[config.mk]
export PLATFORM = sky130hd
export DESIGN_NAME = aes_puf_session_ctrl_flat
export DESIGN_NICKNAME = d
export VERILOG_FILES = /design/src/rtl/aes_puf_session_ctrl_pkg.sv /design/src/rtl/aes_puf_session_ctrl_if.sv /design/src/rtl/aes_puf_session_ctrl_blk.sv /design/src/rtl/aes_puf_session_ctrl.sv /design/src/flat_wrapper.sv
export SDC_FILE = /design/constraint.sdc
export NUM_CORES = 2
export LEC_CHECK = 0
export CELL_PAD_IN_SITES_DETAIL_PLACEMENT = 0
export CELL_PAD_IN_SITES_GLOBAL_PLACEMENT = 1
export CORE_ASPECT_RATIO = 0.6
export CORE_MARGIN = 2
export CORE_UTILIZATION = 30
export DETAILED_ROUTE_END_ITERATION = 8
export PLACE_DENSITY_LB_ADDON = 0.1
export SYNTH_ARGS = -nofsm -noshare
export SYNTH_HDL_FRONTEND = slang
export SYNTH_HIERARCHICAL = 1
export SYNTH_SLANG_ARGS = --single-unit
[constraint.sdc]
create_clock -name clk -period 22.7 [get_ports clk]
set_input_delay 4.54 -clock clk [delete_from_list [all_inputs] [get_ports clk]]
set_output_delay 4.54 -clock clk [all_outputs]
set_load 0.02 [all_outputs]
[src/rtl/aes_puf_session_ctrl_pkg.sv]
// Shared types for the PUF-keyed AES session sequencer: FSM encoding, error codes, timer sizing.
package aes_puf_session_ctrl_pkg;

    typedef enum logic [2:0] {
        ST_IDLE   = 3'd0,
        ST_KEYGEN = 3'd1,
        ST_LOCK   = 3'd2,
        ST_LOAD   = 3'd3,
        ST_RUN    = 3'd4,
        ST_OUT    = 3'd5,
        ST_ERROR  = 3'd6
    } state_e;

    localparam logic [1:0] ERR_NONE    = 2'b00;
    localparam logic [1:0] ERR_KEY_TMO = 2'b01;
    localparam logic [1:0] ERR_AES_TMO = 2'b10;

    // One timer serves both waits, so it is sized for the longer timeout.
    function automatic int unsigned tmr_width(input int unsigned a, input int unsigned b);
        return $clog2((a > b) ? a : b) + 1;
    endfunction

endpackage

[src/rtl/aes_puf_session_ctrl_if.sv]
// Bundles the session control, plaintext/ciphertext streams, key generator and AES core signals.
interface aes_puf_session_ctrl_if #(
    parameter int unsigned DATA_W = 128,
    parameter int unsigned CNT_W  = 16
);
    logic              start;
    logic              rekey;
    logic              clear_err;

    logic              in_valid;
    logic              in_ready;
    logic [DATA_W-1:0] in_data;
    logic              in_last;

    logic              out_valid;
    logic              out_ready;
    logic [DATA_W-1:0] out_data;
    logic              out_last;

    logic              kg_reset;
    logic [DATA_W-1:0] kg_key;
    logic              kg_enable;

    logic              aes_reset;
    logic [DATA_W-1:0] aes_key;
    logic [DATA_W-1:0] aes_din;
    logic [DATA_W-1:0] aes_dout;
    logic              aes_done;

    logic              busy;
    logic              key_ready;
    logic              error;
    logic [1:0]        err_code;
    logic [CNT_W-1:0]  blk_count;

    modport slave (
        input  start, rekey, clear_err,
        input  in_valid, in_data, in_last,
        output in_ready,
        output out_valid, out_data, out_last,
        input  out_ready,
        output kg_reset,
        input  kg_key, kg_enable,
        output aes_reset, aes_key, aes_din,
        input  aes_dout, aes_done,
        output busy, key_ready, error, err_code, blk_count
    );

    modport master (
        output start, rekey, clear_err,
        output in_valid, in_data, in_last,
        input  in_ready,
        input  out_valid, out_data, out_last,
        output out_ready,
        input  kg_reset,
        output kg_key, kg_enable,
        input  aes_reset, aes_key, aes_din,
        output aes_dout, aes_done,
        input  busy, key_ready, error, err_code, blk_count
    );

endinterface

[src/rtl/aes_puf_session_ctrl_blk.sv]
// Plaintext block FIFO: {last, data} entries, synchronous flush, popped and flushed slots are zeroized.
module aes_blk_fifo #(
    parameter  int unsigned WIDTH = 129,
    parameter  int unsigned DEPTH = 4,
    localparam int unsigned PTR_W = $clog2(DEPTH),
    localparam int unsigned CNT_W = PTR_W + 1
) (
    input  logic             clk,
    input  logic             reset,
    input  logic             flush,
    input  logic             push,
    input  logic [WIDTH-1:0] wdata,
    input  logic             pop,
    output logic [WIDTH-1:0] rdata,
    output logic             full,
    output logic             empty,
    output logic [CNT_W-1:0] count
);

    logic [WIDTH-1:0] mem_q [DEPTH];
    logic [WIDTH-1:0] mem_d [DEPTH];
    logic [PTR_W-1:0] wr_ptr_q, wr_ptr_d;
    logic [PTR_W-1:0] rd_ptr_q, rd_ptr_d;
    logic [CNT_W-1:0] cnt_q, cnt_d;
    logic             push_ok;
    logic             pop_ok;

    assign full    = (cnt_q == CNT_W'(DEPTH));
    assign empty   = (cnt_q == '0);
    assign count   = cnt_q;
    assign rdata   = mem_q[rd_ptr_q];
    assign push_ok = push & ~full;
    assign pop_ok  = pop & ~empty;

    // Push and pop never hit the same slot: that needs empty (no pop) or full (no push).
    always_comb begin
        mem_d    = mem_q;
        wr_ptr_d = wr_ptr_q;
        rd_ptr_d = rd_ptr_q;
        cnt_d    = cnt_q;
        if (flush) begin
            for (int i = 0; i < int'(DEPTH); i++) begin
                mem_d[i] = '0;
            end
            wr_ptr_d = '0;
            rd_ptr_d = '0;
            cnt_d    = '0;
        end else begin
            if (push_ok) begin
                mem_d[wr_ptr_q] = wdata;
                wr_ptr_d        = wr_ptr_q + PTR_W'(1);
            end
            if (pop_ok) begin
                mem_d[rd_ptr_q] = '0;
                rd_ptr_d        = rd_ptr_q + PTR_W'(1);
            end
            cnt_d = cnt_q + CNT_W'(push_ok) - CNT_W'(pop_ok);
        end
    end

    always_ff @(posedge clk or posedge reset) begin
        if (reset) begin
            for (int i = 0; i < int'(DEPTH); i++) begin
                mem_q[i] <= '0;
            end
            wr_ptr_q <= '0;
            rd_ptr_q <= '0;
            cnt_q    <= '0;
        end else begin
            mem_q    <= mem_d;
            wr_ptr_q <= wr_ptr_d;
            rd_ptr_q <= rd_ptr_d;
            cnt_q    <= cnt_d;
        end
    end

endmodule

[src/rtl/aes_puf_session_ctrl.sv]
// Session sequencer: obtains and locks a PUF key, then streams buffered plaintext blocks through the AES core.
module aes_puf_session_ctrl
    import aes_puf_session_ctrl_pkg::*;
#(
    parameter int unsigned DATA_W     = 128,
    parameter int unsigned FIFO_DEPTH = 4,
    parameter int unsigned KEY_TMO    = 4096,
    parameter int unsigned AES_TMO    = 64,
    parameter int unsigned KEEP_KEY   = 1,
    parameter int unsigned CNT_W      = 16
) (
    input logic                  clk,
    input logic                  reset,
    aes_puf_session_ctrl_if.slave bus
);

    localparam int unsigned TMR_W  = tmr_width(KEY_TMO, AES_TMO);
    localparam int unsigned FCNT_W = $clog2(FIFO_DEPTH) + 1;

    state_e            state_q, state_d;
    logic [TMR_W-1:0]  timer_q, timer_d;
    logic [DATA_W-1:0] key_q, key_d;
    logic              key_ready_q, key_ready_d;
    logic              last_r_q, last_r_d;
    logic [DATA_W-1:0] aes_din_q, aes_din_d;
    logic [DATA_W-1:0] out_data_q, out_data_d;
    logic              out_last_q, out_last_d;
    logic              out_valid_q, out_valid_d;
    logic              kg_reset_q, kg_reset_d;
    logic              aes_reset_q, aes_reset_d;
    logic              busy_q, busy_d;
    logic              error_q, error_d;
    logic [1:0]        err_code_q, err_code_d;
    logic [CNT_W-1:0]  blk_count_q, blk_count_d;
    logic              in_ready_q, in_ready_d;

    logic              fifo_push_c;
    logic              fifo_pop_c;
    logic              fifo_flush_c;
    logic [DATA_W:0]   fifo_rdata;
    logic              fifo_full;
    logic              fifo_empty;
    logic [FCNT_W-1:0] fifo_count;
    logic [FCNT_W-1:0] fifo_cnt_nxt_c;

    assign fifo_push_c  = bus.in_valid & in_ready_q & ~fifo_full;
    assign fifo_flush_c = (state_q == ST_ERROR);

    aes_blk_fifo #(
        .WIDTH (DATA_W + 1),
        .DEPTH (FIFO_DEPTH)
    ) u_fifo (
        .clk   (clk),
        .reset (reset),
        .flush (fifo_flush_c),
        .push  (fifo_push_c),
        .wdata ({bus.in_last, bus.in_data}),
        .pop   (fifo_pop_c),
        .rdata (fifo_rdata),
        .full  (fifo_full),
        .empty (fifo_empty),
        .count (fifo_count)
    );

    // in_ready is registered, so it is derived from the occupancy the FIFO will have next cycle.
    assign fifo_cnt_nxt_c = fifo_flush_c ? '0
                          : fifo_count + FCNT_W'(fifo_push_c) - FCNT_W'(fifo_pop_c);

    always_comb begin
        state_d     = state_q;
        timer_d     = timer_q;
        key_d       = key_q;
        key_ready_d = key_ready_q;
        last_r_d    = last_r_q;
        aes_din_d   = aes_din_q;
        out_data_d  = out_data_q;
        out_last_d  = out_last_q;
        err_code_d  = err_code_q;
        blk_count_d = blk_count_q;
        fifo_pop_c  = 1'b0;

        case (state_q)
            ST_IDLE: begin
                if (bus.start) begin
                    blk_count_d = '0;
                    err_code_d  = ERR_NONE;
                    timer_d     = '0;
                    state_d     = (bus.rekey || !key_ready_q) ? ST_KEYGEN : ST_LOAD;
                end
            end
            ST_KEYGEN: begin
                if (bus.kg_enable) begin
                    state_d = ST_LOCK;
                end else if (timer_q == TMR_W'(KEY_TMO - 1)) begin
                    state_d    = ST_ERROR;
                    err_code_d = ERR_KEY_TMO;
                end else begin
                    timer_d = timer_q + TMR_W'(1);
                end
            end
            ST_LOCK: begin
                key_d       = bus.kg_key;
                key_ready_d = 1'b1;
                state_d     = ST_LOAD;
            end
            ST_LOAD: begin
                if (!fifo_empty) begin
                    fifo_pop_c = 1'b1;
                    aes_din_d  = fifo_rdata[DATA_W-1:0];
                    last_r_d   = fifo_rdata[DATA_W];
                    timer_d    = '0;
                    state_d    = ST_RUN;
                end
            end
            ST_RUN: begin
                if (bus.aes_done) begin
                    out_data_d = bus.aes_dout;
                    out_last_d = last_r_q;
                    state_d    = ST_OUT;
                end else if (timer_q == TMR_W'(AES_TMO - 1)) begin
                    state_d    = ST_ERROR;
                    err_code_d = ERR_AES_TMO;
                end else begin
                    timer_d = timer_q + TMR_W'(1);
                end
            end
            ST_OUT: begin
                if (bus.out_ready) begin
                    blk_count_d = blk_count_q + CNT_W'(1);
                    out_data_d  = '0;
                    out_last_d  = 1'b0;
                    if (out_last_q) begin
                        state_d = ST_IDLE;
                        if (KEEP_KEY == 0) begin
                            key_d       = '0;
                            key_ready_d = 1'b0;
                        end
                    end else begin
                        state_d = ST_LOAD;
                    end
                end
            end
            ST_ERROR: begin
                if (bus.clear_err) begin
                    state_d = ST_IDLE;
                end
            end
            default: state_d = ST_IDLE;
        endcase

        // A stale key is dropped as soon as a new one is requested or the session fails.
        if (state_d == ST_ERROR || (state_d == ST_KEYGEN && state_q != ST_KEYGEN)) begin
            key_d       = '0;
            key_ready_d = 1'b0;
        end
        if (state_d != ST_RUN) begin
            aes_din_d = '0;
        end

        kg_reset_d  = !(state_d == ST_KEYGEN || state_d == ST_LOCK);
        aes_reset_d = (state_d != ST_RUN);
        out_valid_d = (state_d == ST_OUT);
        busy_d      = !(state_d == ST_IDLE || state_d == ST_ERROR);
        error_d     = (state_d == ST_ERROR);
        in_ready_d  = (state_d != ST_ERROR) && (fifo_cnt_nxt_c != FCNT_W'(FIFO_DEPTH));
    end

    always_ff @(posedge clk or posedge reset) begin
        if (reset) begin
            state_q     <= ST_IDLE;
            timer_q     <= '0;
            key_q       <= '0;
            key_ready_q <= 1'b0;
            last_r_q    <= 1'b0;
            aes_din_q   <= '0;
            out_data_q  <= '0;
            out_last_q  <= 1'b0;
            out_valid_q <= 1'b0;
            kg_reset_q  <= 1'b1;
            aes_reset_q <= 1'b1;
            busy_q      <= 1'b0;
            error_q     <= 1'b0;
            err_code_q  <= ERR_NONE;
            blk_count_q <= '0;
            in_ready_q  <= 1'b0;
        end else begin
            state_q     <= state_d;
            timer_q     <= timer_d;
            key_q       <= key_d;
            key_ready_q <= key_ready_d;
            last_r_q    <= last_r_d;
            aes_din_q   <= aes_din_d;
            out_data_q  <= out_data_d;
            out_last_q  <= out_last_d;
            out_valid_q <= out_valid_d;
            kg_reset_q  <= kg_reset_d;
            aes_reset_q <= aes_reset_d;
            busy_q      <= busy_d;
            error_q     <= error_d;
            err_code_q  <= err_code_d;
            blk_count_q <= blk_count_d;
            in_ready_q  <= in_ready_d;
        end
    end

    assign bus.in_ready  = in_ready_q;
    assign bus.out_valid = out_valid_q;
    assign bus.out_data  = out_data_q;
    assign bus.out_last  = out_last_q;
    assign bus.kg_reset  = kg_reset_q;
    assign bus.aes_reset = aes_reset_q;
    assign bus.aes_key   = key_q;
    assign bus.aes_din   = aes_din_q;
    assign bus.busy      = busy_q;
    assign bus.key_ready = key_ready_q;
    assign bus.error     = error_q;
    assign bus.err_code  = err_code_q;
    assign bus.blk_count = blk_count_q;

endmodule

[src/flat_wrapper.sv]
// flat-port wrapper written by rule: the top's interface ports become plain ports
module aes_puf_session_ctrl_flat import aes_puf_session_ctrl_pkg::*;
#(
    parameter int unsigned DATA_W     = 128,
    parameter int unsigned FIFO_DEPTH = 4,
    parameter int unsigned KEY_TMO    = 4096,
    parameter int unsigned AES_TMO    = 64,
    parameter int unsigned KEEP_KEY   = 1,
    parameter int unsigned CNT_W      = 16
)
  (clk, reset, bus_start, bus_rekey, bus_clear_err, bus_in_valid, bus_in_data, bus_in_last, bus_in_ready, bus_out_valid, bus_out_data, bus_out_last, bus_out_ready, bus_kg_reset, bus_kg_key, bus_kg_enable, bus_aes_reset, bus_aes_key, bus_aes_din, bus_aes_dout, bus_aes_done, bus_busy, bus_key_ready, bus_error, bus_err_code, bus_blk_count);
  aes_puf_session_ctrl_if #(.DATA_W(DATA_W), .CNT_W(CNT_W)) bus_i ();
  input logic clk;
  input logic reset;
  input wire logic [$bits(bus_i.start)-1:0] bus_start;
  input wire logic [$bits(bus_i.rekey)-1:0] bus_rekey;
  input wire logic [$bits(bus_i.clear_err)-1:0] bus_clear_err;
  input wire logic [$bits(bus_i.in_valid)-1:0] bus_in_valid;
  input wire logic [$bits(bus_i.in_data)-1:0] bus_in_data;
  input wire logic [$bits(bus_i.in_last)-1:0] bus_in_last;
  output wire logic [$bits(bus_i.in_ready)-1:0] bus_in_ready;
  output wire logic [$bits(bus_i.out_valid)-1:0] bus_out_valid;
  output wire logic [$bits(bus_i.out_data)-1:0] bus_out_data;
  output wire logic [$bits(bus_i.out_last)-1:0] bus_out_last;
  input wire logic [$bits(bus_i.out_ready)-1:0] bus_out_ready;
  output wire logic [$bits(bus_i.kg_reset)-1:0] bus_kg_reset;
  input wire logic [$bits(bus_i.kg_key)-1:0] bus_kg_key;
  input wire logic [$bits(bus_i.kg_enable)-1:0] bus_kg_enable;
  output wire logic [$bits(bus_i.aes_reset)-1:0] bus_aes_reset;
  output wire logic [$bits(bus_i.aes_key)-1:0] bus_aes_key;
  output wire logic [$bits(bus_i.aes_din)-1:0] bus_aes_din;
  input wire logic [$bits(bus_i.aes_dout)-1:0] bus_aes_dout;
  input wire logic [$bits(bus_i.aes_done)-1:0] bus_aes_done;
  output wire logic [$bits(bus_i.busy)-1:0] bus_busy;
  output wire logic [$bits(bus_i.key_ready)-1:0] bus_key_ready;
  output wire logic [$bits(bus_i.error)-1:0] bus_error;
  output wire logic [$bits(bus_i.err_code)-1:0] bus_err_code;
  output wire logic [$bits(bus_i.blk_count)-1:0] bus_blk_count;
  assign bus_i.start = bus_start;
  assign bus_i.rekey = bus_rekey;
  assign bus_i.clear_err = bus_clear_err;
  assign bus_i.in_valid = bus_in_valid;
  assign bus_i.in_data = bus_in_data;
  assign bus_i.in_last = bus_in_last;
  assign bus_in_ready = bus_i.in_ready;
  assign bus_out_valid = bus_i.out_valid;
  assign bus_out_data = bus_i.out_data;
  assign bus_out_last = bus_i.out_last;
  assign bus_i.out_ready = bus_out_ready;
  assign bus_kg_reset = bus_i.kg_reset;
  assign bus_i.kg_key = bus_kg_key;
  assign bus_i.kg_enable = bus_kg_enable;
  assign bus_aes_reset = bus_i.aes_reset;
  assign bus_aes_key = bus_i.aes_key;
  assign bus_aes_din = bus_i.aes_din;
  assign bus_i.aes_dout = bus_aes_dout;
  assign bus_i.aes_done = bus_aes_done;
  assign bus_busy = bus_i.busy;
  assign bus_key_ready = bus_i.key_ready;
  assign bus_error = bus_i.error;
  assign bus_err_code = bus_i.err_code;
  assign bus_blk_count = bus_i.blk_count;
  aes_puf_session_ctrl #(.DATA_W(DATA_W), .FIFO_DEPTH(FIFO_DEPTH), .KEY_TMO(KEY_TMO), .AES_TMO(AES_TMO), .KEEP_KEY(KEEP_KEY), .CNT_W(CNT_W)) u_core (.clk(clk), .reset(reset), .bus(bus_i));
endmodule
==> results_dict.tcl <==
# yosys + openroad results
set metrics [dict create \
    fp_nets 4554 \
    required_ps 23430 \
    reg2reg_depth 8 \
    end_kind "asynchronous set/reset pin" \
    inverters 24 \
    path_cells "clkdlybuf4s50_1 > inv_8 > buf_4 > buf_12 > buf_4 > buf_4" \
    power_leader "combinational logic" \
    die_y_um 299 \
    clkCellAreaFrac_pct 6.19 \
    signal_buffer_area_fraction_pct 15.3 \
    edf_count 0 \
    worst_slew_pin_slew_ps 1280 \
    drt_iter0_markers 3497 \
    min_period_over_period_pct 35.4 \
    clkbuf_count 154 \
    p_sw_share_pct 41.9 \
    drc_errors 0 \
    pg_clk_w 0.00179 \
    power.total_w 0.00789 \
    comb_area_share_pct 31.6 \
    nMultiInputCombCells 2687 \
    vias_per_cell 5.54 \
    max_stage_delay_ps 820 \
    syn_inst 4144 \
    status "finished, final reports clean" \
    synth-seq-cells 950 \
    via_count 36900 \
    gp_congestion 0.796 \
    finalCriticalPeriod_ps 8040 \
    skew_ps 22.3 \
    async_flop_share_pct 100 \
]
==> worst max-delay path, delay by kind of cell <==
family	cells	cell delay [ps]
buffers and inverters	6	3940
==> cell families after synthesis <==
kind of cell / share of synthesized area [%]
xor+xnor: 0.361
buf+inv: 5.16
mux: 9.74
compound gates: 19.0
fa+ha+maj: 0.493
simple gates: 10.8
flops: 54.5
==> layer usage <==
metal | part of all wire [%] | GRT usage [%] | wire (µm)
met3 | 6.5 | 5.84 | 12400
met2 | 45 | 36.6 | 86400
met1 | 46 | 36.8 | 87900
met4 | 2.0 | 6.26 | 3790
met5 | 0.016 | 0 | 30
==> state kept, by name (all words and copies together), names as in the netlist <==
register / count
u_core/bus.key_ready: 1
u_core/state_q: 3
u_core/bus.blk_count: 16
u_core/u_fifo/wr_ptr_q: 2
u_core/bus.busy: 1
u_core/bus.aes_reset: 1
u_core/bus.kg_reset: 1
u_core/bus.err_code: 2
u_core/bus.error: 1
u_core/last_r_q: 1
u_core/bus.in_ready: 1
u_core/bus.aes_key: 128
u_core/bus.out_data: 128
u_core/u_fifo/count: 3
u_core/bus.out_valid: 1
u_core/bus.out_last: 1
u_core/u_fifo/mem_q: 516
u_core/u_fifo/rd_ptr_q: 2
u_core/bus.aes_din: 128
u_core/timer_q: 13
==> synthesized netlist by cell type, types with 7 or more instances <==
cell type    n  share of area (%)
or4_1       11               0.19
clkbuf_1   325                2.8
xor2_1      14               0.28
buf_2       37               0.42
clkbuf_2    38               0.44
a21oi_1    657                7.5
inv_1       23               0.20
o21ai_0    394                4.5
buf_1       45               0.39
mux2i_1    131                3.0
a21o_1       7               0.12
o21ai_1    130                1.5
nand4_1    264                3.8
nor2b_1      7               0.10
a211oi_1   127                2.2
and3_1       9               0.13
nor2_1      31               0.27
dfrtp_1    948                 54
o31ai_1     11               0.19
a22o_1     129                2.6
ha_1        14               0.40
nand2_1    284                2.4
buf_4       11               0.19
buf_6       26               0.67
nand3_1    272                3.1
mux4_2     129                6.7
==> cells in the final DEF (no fill, tap or decap), types with 3 or more instances in the layout <==
| cell type | count |
|---|---|
| o21ai_1 | 130 |
| clkinv_2 | 15 |
| a21o_1 | 3 |
| xnor2_1 | 4 |
| nand3_1 | 271 |
| clkbuf_16 | 106 |
| clkbuf_1 | 28 |
| clkbuf_8 | 20 |
| nand2_4 | 4 |
| mux4_2 | 129 |
| inv_1 | 20 |
| diode_2 | 21 |
| clkdlybuf4s50_1 | 803 |
| nand2b_1 | 4 |
| or4_1 | 11 |
| a21oi_1 | 657 |
| nor2b_1 | 7 |
| o21ai_0 | 394 |
| mux2_2 | 3 |
| and3_1 | 9 |
| bufinv_16 | 9 |
| ha_1 | 12 |
| a211oi_1 | 127 |
| nor2_1 | 27 |
| and4_1 | 5 |
| buf_12 | 5 |
| a2111oi_2 | 3 |
| a22o_1 | 129 |
| nor3_1 | 4 |
| nor2_4 | 4 |
| inv_6 | 3 |
| mux2i_1 | 131 |
| nand4_1 | 264 |
| a21o_4 | 4 |
| o31ai_1 | 11 |
| dfrtp_1 | 946 |
| xor2_1 | 14 |
| clkinvlp_4 | 3 |
| nand2_1 | 280 |
| buf_4 | 63 |
**Track usage over the die**

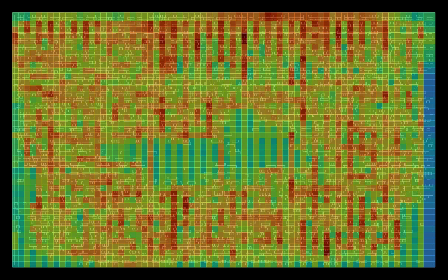
grt met2 use: 36.6%
gr usage total: 24.9%

**Sequential cells grouped by signal name**

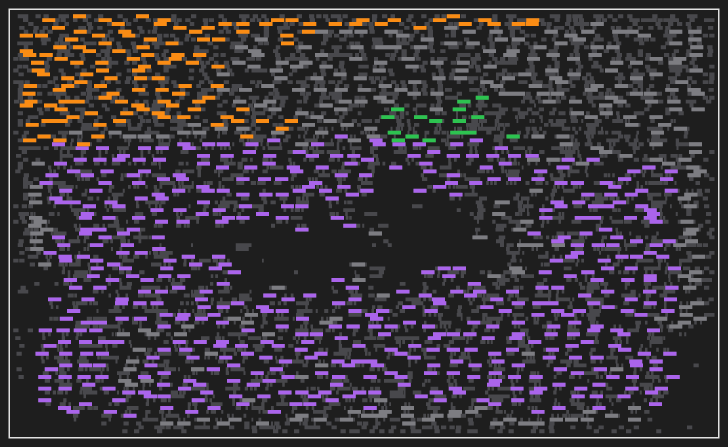
legend:
  green:
    name_in_the_netlist: `u_core/bus.blk_count`
    flops: 16
    where: north
  purple:
    name_in_the_netlist: `u_core/u_fifo/mem_q`
    flops: 516
  orange:
    name_in_the_netlist: `u_core/bus.out_data`
    flops: 128
    where: north-west
not colored: 290
Flop area: 0.0238 mm²
Seq power: 0.00270 W
final core utilization: 38.9%
sequential share of cell area: 42.3%

**Wires at chosen ports, followed through buffers**

Bar = 100 µm.
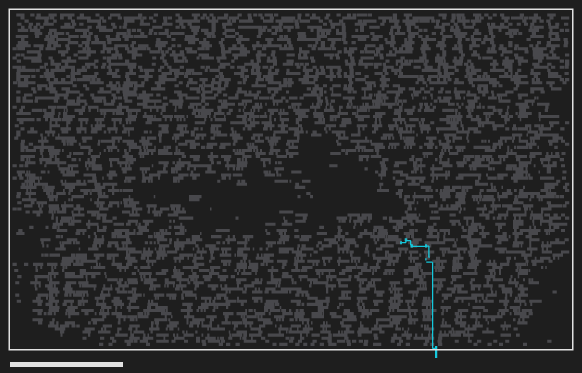
legend:
  cyan:
    port: `bus_in_last`
    bits: 1
    direction: input
    end_cells: 4
    buffers: 1
    wire: 128 µm
top-level I/O count: 804
# port buffers: 803

**Signal wires on met1**

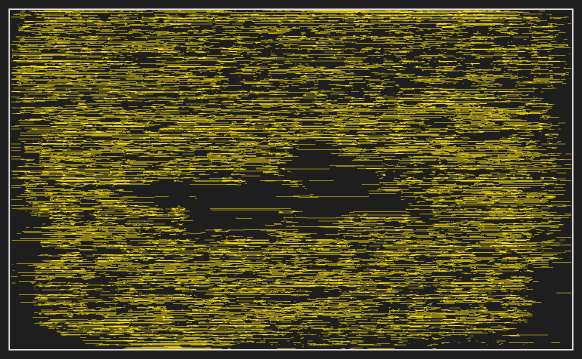
share of all routed wire: 46%
nets with wire on the layer: 4673
wire length on this layer: 87.9 mm
longest straight run: 133 µm
final wirelength: 190 mm
grt met1 use: 36.8%

Power figures rest on the tool's default switching activity, not on a simulated workload.
